<file path="src/rtl/servo_pwm_multi.sv">
// Multi-channel hobby-servo PWM generator with a shared frame counter,
// per-channel clamped targets, per-frame slew limiting and frame-aligned enables.
module servo_pwm_multi #(
  parameter int unsigned INPUT_FREQ   = 50_000_000,
  parameter int unsigned REFRESH_HZ   = 50,
  parameter int unsigned MIN_PULSE_NS = 1_000_000,
  parameter int unsigned MAX_PULSE_NS = 2_000_000,
  parameter int unsigned NUM_CH       = 4,
  parameter int unsigned DUTY_MAX     = 1000,
  parameter int unsigned SLEW_STEP    = 10
) (
  input  logic              clk,
  input  logic              rst_n,
  input  logic              wr_valid,
  input  logic [3:0]        wr_ch,
  input  logic [9:0]        wr_level,
  output logic              wr_ready,
  output logic              wr_err,
  input  logic [NUM_CH-1:0] ch_en,
  output logic [NUM_CH-1:0] pwm_out,
  output logic [NUM_CH-1:0] busy,
  output logic              period_tick
);

  localparam logic [63:0] PERIOD_COUNT = 64'(INPUT_FREQ) / 64'(REFRESH_HZ);
  localparam logic [63:0] MIN_COUNT    = 64'(INPUT_FREQ) * 64'(MIN_PULSE_NS) / 64'd1_000_000_000;
  localparam logic [63:0] MAX_COUNT    = 64'(INPUT_FREQ) * 64'(MAX_PULSE_NS) / 64'd1_000_000_000;
  localparam int unsigned CNT_W        = (PERIOD_COUNT > 64'd1) ? $clog2(PERIOD_COUNT) : 1;
  // One extra bit lets a high-count equal to the full period still compare correctly.
  localparam int unsigned HC_W         = CNT_W + 1;
  localparam logic [CNT_W-1:0] CNT_LAST = CNT_W'(PERIOD_COUNT - 64'd1);
  localparam logic [9:0]  LVL_MAX      = 10'(DUTY_MAX);
  localparam int unsigned STEP_C       = (SLEW_STEP > 1023) ? 1023 : SLEW_STEP;
  localparam logic signed [11:0] STEP_S = 12'(STEP_C);
  localparam logic [9:0]  STEP_U       = 10'(STEP_C);

  function automatic logic [9:0] clamp_level(input logic [9:0] lvl);
    return (lvl > LVL_MAX) ? LVL_MAX : lvl;
  endfunction

  function automatic logic [9:0] slew_toward(input logic [9:0] p, input logic [9:0] t);
    logic signed [11:0] d;
    d = $signed({2'b00, t}) - $signed({2'b00, p});
    if ((SLEW_STEP == 0) || ((d <= STEP_S) && (d >= -STEP_S))) return t;
    else if (d > 12'sd0) return p + STEP_U;
    else return p - STEP_U;
  endfunction

  function automatic logic [HC_W-1:0] level_to_count(input logic [9:0] lvl);
    logic [63:0] cnt64;
    cnt64 = MIN_COUNT + ((MAX_COUNT - MIN_COUNT) * 64'(lvl)) / 64'(DUTY_MAX);
    return HC_W'(cnt64);
  endfunction

  logic [CNT_W-1:0] cnt;
  logic [9:0]       target [NUM_CH];
  logic [9:0]       pos    [NUM_CH];
  logic [9:0]       pos_nx [NUM_CH];
  logic [HC_W-1:0]  hc     [NUM_CH];
  logic [NUM_CH-1:0] en_act;
  logic             frame_end;
  logic             wr_fire;
  logic             ch_ok;

  assign frame_end = (cnt == CNT_LAST);
  assign wr_fire   = wr_valid && wr_ready;
  assign ch_ok     = ({1'b0, wr_ch} < 5'(NUM_CH));

  always_comb begin
    busy = '0;
    for (int i = 0; i < NUM_CH; i++) begin
      pos_nx[i] = slew_toward(pos[i], target[i]);
      busy[i]   = (pos[i] != target[i]);
    end
  end

  always_ff @(posedge clk or negedge rst_n) begin
    if (!rst_n) begin
      cnt         <= '0;
      en_act      <= '0;
      pwm_out     <= '0;
      period_tick <= 1'b0;
      wr_err      <= 1'b0;
      wr_ready    <= 1'b0;
      for (int i = 0; i < NUM_CH; i++) begin
        target[i] <= '0;
        pos[i]    <= '0;
        hc[i]     <= '0;
      end
    end else begin
      wr_ready    <= 1'b1;
      wr_err      <= wr_fire && !ch_ok;
      period_tick <= (cnt == '0);
      cnt         <= frame_end ? '0 : cnt + 1'b1;

      // Output stage: pulse is high for the first hc counts of each frame.
      for (int i = 0; i < NUM_CH; i++) begin
        pwm_out[i] <= en_act[i] && ({1'b0, cnt} < hc[i]);
      end

      // Frame boundary: slew positions, latch widths and enables together.
      if (frame_end) begin
        en_act <= ch_en;
        for (int i = 0; i < NUM_CH; i++) begin
          pos[i] <= pos_nx[i];
          hc[i]  <= level_to_count(pos_nx[i]);
        end
      end

      for (int i = 0; i < NUM_CH; i++) begin
        if (wr_fire && ch_ok && (wr_ch == 4'(i))) begin
          target[i] <= clamp_level(wr_level);
        end
      end
    end
  end

endmodule

</file>
<file path="config.mk">
export PLATFORM = sky130hd
export DESIGN_NAME = servo_pwm_multi
export DESIGN_NICKNAME = d
export VERILOG_FILES = /design/src/rtl/servo_pwm_multi.sv
export SDC_FILE = /design/constraint.sdc
export NUM_CORES = 2
export LEC_CHECK = 0
export ABC_AREA = 1
export ABC_CLOCK_PERIOD_IN_PS = 22900
export CORE_UTILIZATION = 30
export CTS_CLUSTER_DIAMETER = 30
export DETAILED_ROUTE_END_ITERATION = 16
export PLACE_DENSITY = 0.46
export SKIP_CTS_REPAIR_TIMING = 1
export SYNTH_ARGS = -nofsm -noshare
export SYNTH_HDL_FRONTEND = slang
export SYNTH_SLANG_ARGS = --single-unit
</file>
<file path="constraint.sdc">
create_clock -name clk -period 22.9 [get_ports clk]
set_clock_uncertainty 0.15 [all_clocks]
set_input_delay 3.435 -clock clk [delete_from_list [all_inputs] [get_ports clk]]
set_output_delay 3.435 -clock clk [all_outputs]
set_load 0.02 [all_outputs]
</file>
met1.png
The bar under the picture is 100 um long.
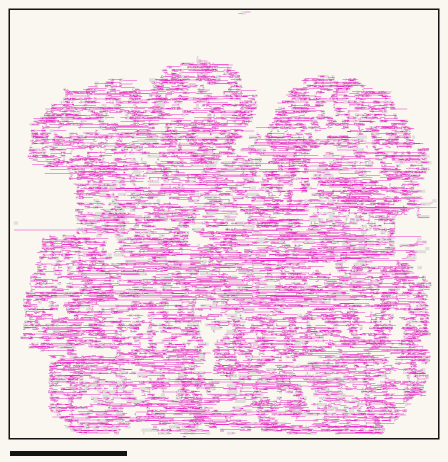
The wires run mostly horizontal. The longest straight run is 117 um. The layer holds 51% of the routed length.

met2.png
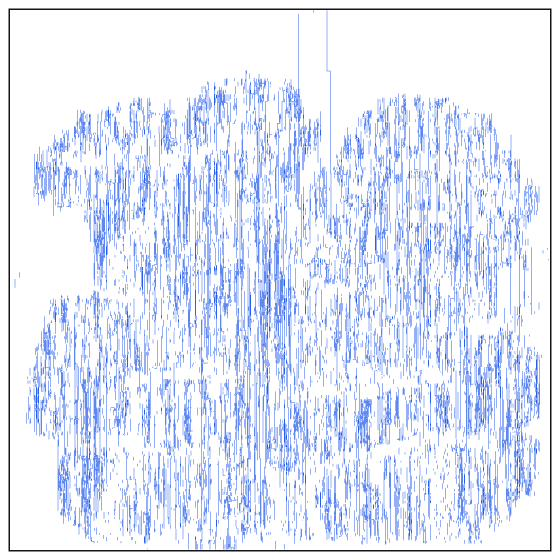
The wires run mostly vertical. The layer carries 51.1 mm of wire. The layer holds 45% of the routed length. The longest straight run is 142 um. 5359 nets have wire on it.

==> impl_metrics.json <==
{
  "clock.fmax_mhz": 48.8,
  "holdCritStartpoint": "hc[63]",
  "worst-path-stages": 126,
  "ys_warn_count": 0,
  "via_count": 38700,
  "synth_nets": 7014,
  "top_cell_area_share": 0.174,
  "hold-path-endpoint": "hc[63]",
  "area_delta_synth_final_pct": 7.01,
  "wl_um": 115000,
  "rr_endpoint": "hc[63]",
  "rsz0062_at_grt": "false",
  "min_delay_path_depth": 2,
  "fin_crit_ps": 20470,
  "adder_share": 0.182,
  "ys_sh_aoi": 0.102,
  "r2r_start": "pos[31]",
  "first_pass_iters": 5,
  "cts_tree": "built",
  "core_util_floorplan": 0.302,
  "synth-edff-count": 0,
  "num_rows": 133,
  "finalNetCount": 7007,
  "synth.area.top_cells": "nand2_1 17%, ha_1 14%, dfrtp_1 12%",
  "viasPerCell": 4.71,
  "syn_area_sq_um": 39700,
  "r2r_cells": 126,
  "crit_slowest_cell": "clkinvlp_4",
  "routabilityCongestion": 0.868,
  "xor_share": 0.0485,
  "status": "finished, final reports clean",
  "slew_violations": 0
}
met3.png
The bar under the picture is 100 um long.
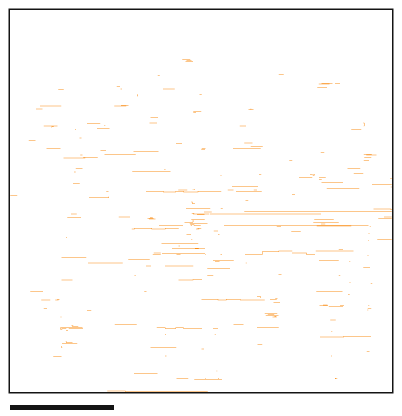
The layer carries 2630 um of wire. The layer holds 2.3% of the routed length. The wires run mostly horizontal.

==> through the flow <==
step | area (sq um) | setup slack [ps] | cells | utilization | hold WS (ps)
floorplan | 39700 | 6270 | 6463 | - | 293
finish | 42400 | 2430 | 8224 | 0.323 | 332
global placement | 41800 | 1950 | 8192 | 0.318 | 314
detailed placement | 41800 | 1800 | 8192 | 0.318 | 316
global route | 42400 | 14.7 | 8224 | 0.323 | 350
CTS | 42400 | 1730 | 8224 | 0.323 | 338
==> layout make-up <==
type                    instances  area [sq um]  share of cell area
well taps                    1755          2200              0.0517
clock inverters                15           241             0.00569
repair buffers                 43           405             0.00955
inverters                    1108          4190              0.0988
clock buffers                  17           425              0.0100
multi-input cells            5103         30400               0.716
flip-flops and latches        183          4580               0.108
==> registers in the layout, indices dropped and copies added, names as in the netlist <==
| signal | cells |
|---|---|
| cnt | 20 |
| pos | 40 |
| wr_ready | 1 |
| en_act | 4 |
| wr_err | 1 |
| hc | 72 |
| period_tick | 1 |
| target | 40 |
| pwm_out | 4 |
==> layer usage <==
metal,global-route usage,up-vias,routed length [um]
met1,0.241,17600,58900
met5,0,-,27
met4,0.0352,4,1880
met3,0.0154,76,2630
met2,0.289,396,51100
li1,-,20700,-
==> cells in the final DEF, fill, tap and decap left out, types with 36 or more instances in the layout <==
cell and count:
o21ai_1 57, o21ai_0 307, nor3_1 63, a21oi_1 191
ha_1 450, nor2_1 472, nand3b_1 38, dfrtp_1 183
nand3_2 82, nand4_1 122, nand2_2 199, xnor2_1 36
inv_1 1011, inv_2 78, nand2_1 1842, nand2_4 55
fa_1 80, nor2_2 61, nand3_1 616, xor2_1 180
